[src/rtl/pe_array_pkg.sv]
// Shared definitions for the PE array feeder: message layout helpers and the
// feeder state encoding.
package pe_array_pkg;

  typedef enum logic [1:0] {
    STREAM = 2'd0,
    FLUSH  = 2'd1,
    DRAIN  = 2'd2
  } state_e;

  // Flag positions are offsets above the data field (flush is the MSB).
  localparam int FLUSH_BIT_OFS  = 1;
  localparam int WEIGHT_BIT_OFS = 0;

  function automatic int msg_width(input int bit_width);
    return bit_width + 2;
  endfunction

endpackage

[src/rtl/pe_array_feeder_if.sv]
// Vector input and per-row message output bundle of the PE array feeder.
// Signal names keep the feeder's own i_/o_ view.
interface pe_array_feeder_if
  import pe_array_pkg::*;
#(
  parameter int NUM_ROWS  = 2,
  parameter int BIT_WIDTH = 8
) ();

  localparam int MSG_WIDTH = msg_width(BIT_WIDTH);

  logic [NUM_ROWS*BIT_WIDTH-1:0] i_vec_data;
  logic                          i_vec_is_weight;
  logic                          i_vec_last;
  logic                          i_vec_val;
  logic                          o_vec_rdy;
  logic [MSG_WIDTH-1:0]          o_msg_send_msg [NUM_ROWS-1:0];
  logic [NUM_ROWS-1:0]           o_msg_send_val;
  logic [NUM_ROWS-1:0]           i_msg_send_rdy;
  logic                          o_busy;

  modport master (
    output i_vec_data, i_vec_is_weight, i_vec_last, i_vec_val, i_msg_send_rdy,
    input  o_vec_rdy, o_msg_send_msg, o_msg_send_val, o_busy
  );

  modport slave (
    input  i_vec_data, i_vec_is_weight, i_vec_last, i_vec_val, i_msg_send_rdy,
    output o_vec_rdy, o_msg_send_msg, o_msg_send_val, o_busy
  );

endinterface

[src/rtl/pe_msg_fifo.sv]
// Per-row message FIFO; occupancy count separates full from empty and the
// head reads as zero whenever the FIFO is empty.
module pe_msg_fifo #(
  parameter int WIDTH = 10,
  parameter int DEPTH = 4
) (
  input  logic             i_clk,
  input  logic             i_rst,
  input  logic             i_push,
  input  logic [WIDTH-1:0] i_data,
  input  logic             i_pop,
  output logic [WIDTH-1:0] o_data,
  output logic             o_empty,
  output logic             o_full
);

  localparam int PTR_W = $clog2(DEPTH);
  localparam int CNT_W = $clog2(DEPTH + 1);

  logic [WIDTH-1:0] r_mem [DEPTH];
  logic [PTR_W-1:0] r_wr_ptr;
  logic [PTR_W-1:0] r_rd_ptr;
  logic [CNT_W-1:0] r_count;
  logic             w_push_ok;
  logic             w_pop_ok;

  assign o_empty   = (r_count == CNT_W'(0));
  assign o_full    = (r_count == CNT_W'(DEPTH));
  assign w_push_ok = i_push && !o_full;
  assign w_pop_ok  = i_pop && !o_empty;
  assign o_data    = o_empty ? '0 : r_mem[r_rd_ptr];

  // Storage write; contents are don't-care until counted as occupied.
  always_ff @(posedge i_clk) begin
    if (w_push_ok) begin
      r_mem[r_wr_ptr] <= i_data;
    end
  end

  // Pointers wrap naturally since DEPTH is a power of two.
  always_ff @(posedge i_clk or negedge i_rst) begin
    if (!i_rst) begin
      r_wr_ptr <= '0;
      r_rd_ptr <= '0;
      r_count  <= '0;
    end else begin
      if (w_push_ok) begin
        r_wr_ptr <= r_wr_ptr + PTR_W'(1);
      end
      if (w_pop_ok) begin
        r_rd_ptr <= r_rd_ptr + PTR_W'(1);
      end
      case ({w_push_ok, w_pop_ok})
        2'b10:   r_count <= r_count + CNT_W'(1);
        2'b01:   r_count <= r_count - CNT_W'(1);
        default: r_count <= r_count;
      endcase
    end
  end

endmodule

[src/rtl/pe_array_feeder.sv]
// Feeds weight/activation vectors into per-row message FIFOs and appends
// NUM_COLS flush messages after the last activation vector of a matrix.
module pe_array_feeder
  import pe_array_pkg::*;
#(
  parameter int NUM_ROWS  = 2,
  parameter int NUM_COLS  = 2,
  parameter int BIT_WIDTH = 8,
  parameter int DEPTH     = 4
) (
  input  logic             i_clk,
  input  logic             i_rst,
  pe_array_feeder_if.slave bus
);

  localparam int MSG_WIDTH  = msg_width(BIT_WIDTH);
  localparam int FLUSH_POS  = BIT_WIDTH + FLUSH_BIT_OFS;
  localparam int WEIGHT_POS = BIT_WIDTH + WEIGHT_BIT_OFS;
  localparam int CNT_W      = $clog2(NUM_COLS + 1);

  state_e              r_state;
  logic [CNT_W-1:0]    r_flush_cnt;
  logic                r_live;
  logic [NUM_ROWS-1:0] w_full;
  logic [NUM_ROWS-1:0] w_empty;
  logic                w_any_full;
  logic                w_all_empty;
  logic                w_vec_rdy;
  logic                w_accept;
  logic                w_flush_push;
  logic                w_push;

  assign w_any_full   = |w_full;
  assign w_all_empty  = &w_empty;
  // r_live holds ready low for the first cycle out of reset.
  assign w_vec_rdy    = r_live && (r_state == STREAM) && !w_any_full;
  assign w_accept     = bus.i_vec_val && w_vec_rdy;
  assign w_flush_push = (r_state == FLUSH) && !w_any_full;
  assign w_push       = w_accept || w_flush_push;

  assign bus.o_vec_rdy      = w_vec_rdy;
  assign bus.o_msg_send_val = ~w_empty;
  assign bus.o_busy         = !w_all_empty || (r_state != STREAM);

  for (genvar r = 0; r < NUM_ROWS; r++) begin : g_row
    logic [MSG_WIDTH-1:0] w_msg;
    logic [MSG_WIDTH-1:0] w_head;
    logic                 w_pop;

    // Select the flush marker or this row's slice of the incoming vector.
    always_comb begin
      w_msg = '0;
      if (w_flush_push) begin
        w_msg[FLUSH_POS] = 1'b1;
      end else begin
        w_msg[WEIGHT_POS]      = bus.i_vec_is_weight;
        w_msg[BIT_WIDTH-1:0]   = bus.i_vec_data[r*BIT_WIDTH +: BIT_WIDTH];
      end
    end

    assign w_pop = !w_empty[r] && bus.i_msg_send_rdy[r];

    pe_msg_fifo #(
      .WIDTH (MSG_WIDTH),
      .DEPTH (DEPTH)
    ) u_fifo (
      .i_clk   (i_clk),
      .i_rst   (i_rst),
      .i_push  (w_push),
      .i_data  (w_msg),
      .i_pop   (w_pop),
      .o_data  (w_head),
      .o_empty (w_empty[r]),
      .o_full  (w_full[r])
    );

    assign bus.o_msg_send_msg[r] = w_head;
  end

  // Stream / flush / drain sequencing.
  always_ff @(posedge i_clk or negedge i_rst) begin
    if (!i_rst) begin
      r_state     <= STREAM;
      r_flush_cnt <= '0;
      r_live      <= 1'b0;
    end else begin
      r_live <= 1'b1;
      case (r_state)
        STREAM: begin
          if (w_accept && bus.i_vec_last && !bus.i_vec_is_weight) begin
            r_state     <= FLUSH;
            r_flush_cnt <= CNT_W'(NUM_COLS);
          end
        end
        FLUSH: begin
          if (w_flush_push) begin
            r_flush_cnt <= r_flush_cnt - CNT_W'(1);
            if (r_flush_cnt == CNT_W'(1)) begin
              r_state <= DRAIN;
            end
          end
        end
        DRAIN: begin
          if (w_all_empty) begin
            r_state <= STREAM;
          end
        end
        default: begin
          r_state     <= STREAM;
          r_flush_cnt <= '0;
        end
      endcase
    end
  end

endmodule

[src/flat_wrapper.sv]
// flat-port wrapper written by rule: the top's interface ports become plain ports
module pe_array_feeder_flat import pe_array_pkg::*;
#(
  parameter int NUM_ROWS  = 2,
  parameter int NUM_COLS  = 2,
  parameter int BIT_WIDTH = 8,
  parameter int DEPTH     = 4
)
  (i_clk, i_rst, bus_i_vec_data, bus_i_vec_is_weight, bus_i_vec_last, bus_i_vec_val, bus_i_msg_send_rdy, bus_o_vec_rdy, bus_o_msg_send_msg, bus_o_msg_send_val, bus_o_busy);
  pe_array_feeder_if #(.NUM_ROWS(NUM_ROWS), .BIT_WIDTH(BIT_WIDTH)) bus_i ();
  input  logic i_clk;
  input  logic i_rst;
  input wire logic [$bits(bus_i.i_vec_data)-1:0] bus_i_vec_data;
  input wire logic [$bits(bus_i.i_vec_is_weight)-1:0] bus_i_vec_is_weight;
  input wire logic [$bits(bus_i.i_vec_last)-1:0] bus_i_vec_last;
  input wire logic [$bits(bus_i.i_vec_val)-1:0] bus_i_vec_val;
  input wire logic [$bits(bus_i.i_msg_send_rdy)-1:0] bus_i_msg_send_rdy;
  output wire logic [$bits(bus_i.o_vec_rdy)-1:0] bus_o_vec_rdy;
  output wire logic [$bits(bus_i.o_msg_send_msg)-1:0] bus_o_msg_send_msg;
  output wire logic [$bits(bus_i.o_msg_send_val)-1:0] bus_o_msg_send_val;
  output wire logic [$bits(bus_i.o_busy)-1:0] bus_o_busy;
  assign bus_i.i_vec_data = bus_i_vec_data;
  assign bus_i.i_vec_is_weight = bus_i_vec_is_weight;
  assign bus_i.i_vec_last = bus_i_vec_last;
  assign bus_i.i_vec_val = bus_i_vec_val;
  assign bus_i.i_msg_send_rdy = bus_i_msg_send_rdy;
  assign bus_o_vec_rdy = bus_i.o_vec_rdy;
  assign bus_o_msg_send_msg = {>>{bus_i.o_msg_send_msg}};
  assign bus_o_msg_send_val = bus_i.o_msg_send_val;
  assign bus_o_busy = bus_i.o_busy;
  pe_array_feeder #(.NUM_ROWS(NUM_ROWS), .NUM_COLS(NUM_COLS), .BIT_WIDTH(BIT_WIDTH), .DEPTH(DEPTH)) u_core (.i_clk(i_clk), .i_rst(i_rst), .bus(bus_i));
endmodule
[config.mk]
export PLATFORM = sky130hd
export DESIGN_NAME = pe_array_feeder_flat
export DESIGN_NICKNAME = d
export VERILOG_FILES = /design/src/rtl/pe_array_pkg.sv /design/src/rtl/pe_array_feeder_if.sv /design/src/rtl/pe_msg_fifo.sv /design/src/rtl/pe_array_feeder.sv /design/src/flat_wrapper.sv
export SDC_FILE = /design/constraint.sdc
export NUM_CORES = 1
export LEC_CHECK = 0
export CORE_UTILIZATION = 61
export DETAILED_ROUTE_END_ITERATION = 10
export GPL_ROUTABILITY_DRIVEN = 1
export PLACE_DENSITY = 0.91
export SLEW_MARGIN = 5
export SYNTH_ARGS = -nofsm -noshare
export SYNTH_HDL_FRONTEND = slang
export SYNTH_HIERARCHICAL = 1
export SYNTH_SLANG_ARGS = --single-unit
export TNS_END_PERCENT = 1
[constraint.sdc]
create_clock -name i_clk -period 3.61 [get_ports i_clk]
set_clock_uncertainty 0.1 [all_clocks]
set_input_delay 0.361 -clock i_clk [delete_from_list [all_inputs] [get_ports i_clk]]
set_output_delay 0.361 -clock i_clk [all_outputs]
set_load 0.005 [all_outputs]
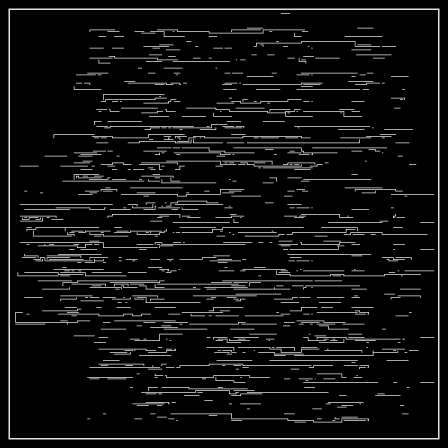
**Above:** M1 wires.
- nets with wire on the layer: 312
- longest straight run: 23.0 µm
met1 Use GR: 26.3%
vias: 2206
WL final: 6980 µm

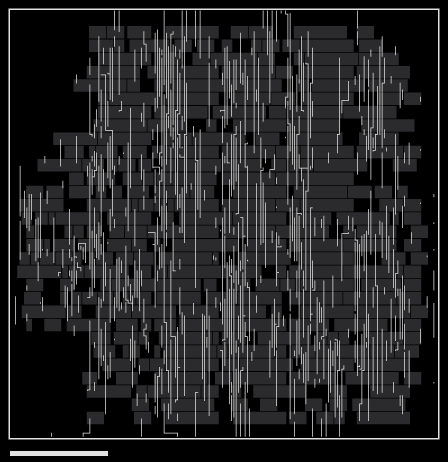
**Above:** signal wires on met2.
The bar under the picture is 20 µm long.
- wire length on this layer: 3550 µm
- longest straight run: 46.6 µm
met2 Use GR: 33.0%

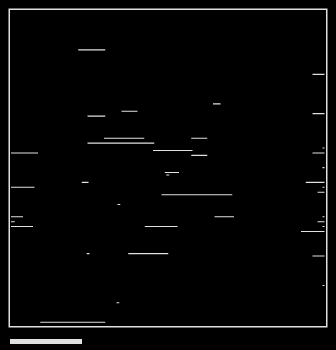
**Above:** the metal 3 layer.
The bar under the picture is 20 µm long.
- longest straight run: 19.3 µm
- main direction: horizontal
- nets with wire on the layer: 29
- wire length on this layer: 184 µm
- share of all routed wire: 2.6%
GRT met3 Usage: 3.30%

==> ci_impl_report.md <==
## PnR job results

| Metric | Value |
|---|---|
| Chip footprint | 7660 µm² |
| Xor+xnor area frac | 2.35% |
| Max-area cell share | 53.8% |
| Non-clock inverter count | 15 |
| 1st-pass router iterations | 4 |
| Flops after synth | 99 |
| Post_cts resized | 0 |
| RR Startpoint | u_core/g_row[1].u_fifo/r_count[0] |
| Slew headroom | 42.3% |
| Pin count of the biggest net entering global routing | 20 |
| Worst setup startpoint | u_core/g_row[1].u_fifo/r_rd_ptr[0] |
| Placer Congestion | 0.739 |
| Pleak | 1.93 nW |
| Status | finished clean |
| Layout Nets | 345 |
| Worst setup margin | 0.775 ns |
| Top Metal Used | met4 |
| Latency at later pin | 0.35 ns |
| Wire length on met3 | 183 µm |
| Top Layout Cells | edfxtp_1, clkdlybuf4s50_1, nor2b_1 |
| Worst Hold Class | primary input to asynchronous set/reset pin |
| Post-synth seq share | 64.5% |
| Crit-path slowest cell | dfrtp_1 |
| Net Sw Frac | 31.8% |
| Root Driver | clkbuf_8 |
| Final Hold Fails | 0 |
| Top cells by area | edfxtp_1, dfrtp_1, mux4_2 |
| Seq/total area | 55.4% |
| Flops | 99 |
| CP arrival | 2.37 ns |
| Non-clock buffering overhead | 9.29% |
| Average footprint of a synthesized cell | 17.3 µm² |
| H-tree depth | 3 |
| Layout cell share with drive strength beyond 1 | 19.4% |
| Minimum clock period | 2.84 ns |
| Yosys Warn Count | 6 |
| Biggest regs | u_core/g_row.u_fifo/r_mem: 80 flops, u_core/g_row.u_fifo/r_count: 6 flops |
| Die width | 87.5 µm |
| Placed instance count | 394 |
| Ports | 47 |
| Post-CTS Setup Repair Bufs | 0 |
| Vias in the first global route | 2203 |
| Clk pwr | 0.675 mW |
| Final Slew Violations | 0 |
| Place WS | 1.05 ns |
| Most frequent cells after synthesis | edfxtp_1, nor2b_1, dfrtp_1 |
| TNS Setup | 0 ns |
| CTS tree | done |
| Most instantiated logic cell after routing | edfxtp_1 |
| Max Buffers Root-to-Sink | 2 |
| Pwr Density | 815 nW/µm² |
| Comb area | 1470 µm² |
| Clock slew at reported path FFs | 0.10 ns |
| Die H | 87.5 µm |
| Core area | 6940 µm² |
| Post-synth EDFFs | 80 |
| Number of logic gates | 135 |
| Comb pwr | 1.74 mW |
| Total CTS buffers | 9 |
| Mapped Cells | 258 |
| Largest register FFs | 80 |
| Crit path kind | flip-flop to output pin |
| Critical Path End Type | output pin |
| Bufs w/o clock | 49 |
| Mapped cell area | 4460 µm² |
| Seq pwr | 1.83 mW |
| Synth cell types | 35 |
| Synth Flop Type | edfxtp_1 |
| Cell area after placement | 5000 µm² |
| Worst-Margin Slew | 0.863 ns |
| Hold Buf Count CTS | 0 |
| Met1 WL | 3090 µm |
| GRT overflow | 0 |
| N_taps | 96 |
| Via density | 5.38 |
| Termination of the worst setup path | bus_o_msg_send_msg[10] |
| Psw | 1.35 mW |
| Clock buf/inv share | 3.73% |
| Post-synth ARST share | 19.2% |
| Tcrit/Tclk final | 78.5% |
| Clock buf count | 10 |
| Hold slack | 0.389 ns |
| Compound Share, Synth | 1.09% |
| Syn_nets | 294 |
| Combinational power share | 41.0% |
| Pint | 2.89 mW |
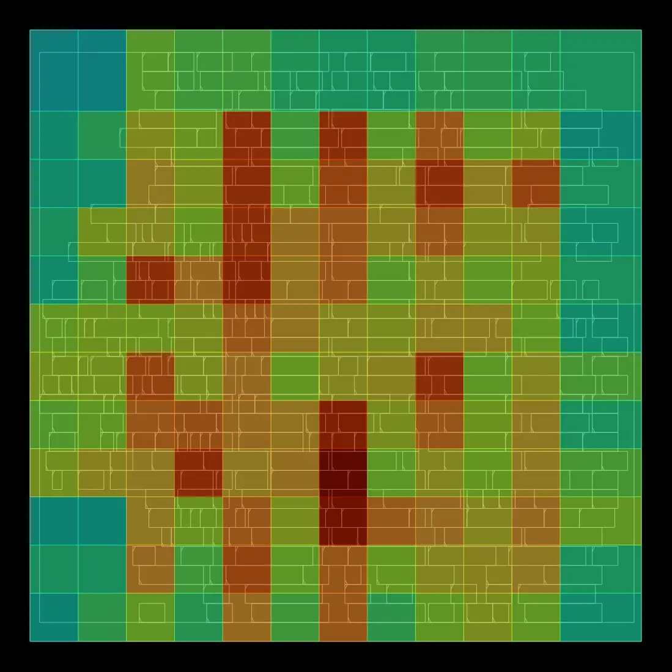
**Above:** congestion heat map.
GRT busiest layer: met2
WL per Instance: 17.0 µm
post-layout util: 74.8%

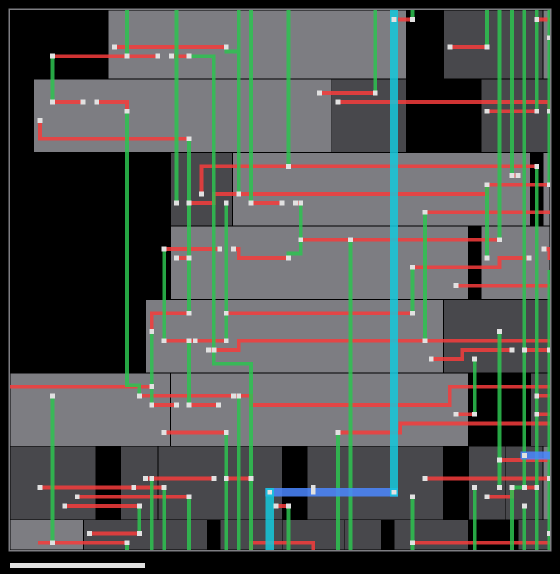
**Above:** close-up of the layout.
The bar under the picture is 5 µm long. Window x 12 to 32, y 56 to 76 µm. Cells in gray, sequential cells in the stronger gray; small squares are vias.
- blue: M3
- green: M2
- red: M1
- cyan: M4
- sequential cells in the window: 7
- most frequent: edfxtp_1 (6), clkdlybuf4s50_1 (2)
- cells with their middle in the window: 17
- netlist names of flops here include: `u_core/g_row.u_fifo/r_mem` (6), `u_core/g_row.u_fifo/r_wr_ptr` (1)

==> how the worst min path moves through the flow <==
stage,from,end
final,i_rst,u_core/g_row[1].u_fifo/r_rd_ptr[1]
after global routing,u_core/g_row[1].u_fifo/r_count[2],u_core/g_row[1].u_fifo/r_count[2]
after CTS,u_core/r_flush_cnt[1],u_core/r_flush_cnt[1]
after detailed placement,u_core/r_flush_cnt[1],u_core/r_flush_cnt[1]
after global placement,u_core/r_flush_cnt[1],u_core/r_flush_cnt[1]
after floorplan,i_rst,u_core/g_row[0].u_fifo/r_count[0]
==> worst max-delay path, delay by kind of cell (launching register included) <==
kind	cells	cell delay, ns
buffers and inverters	1	0.45
flip-flops	1	0.79
multiplexers	1	0.63
AND/OR/NAND/NOR	1	0.15
No activity file was given, so power comes from the tool's default toggle rates.
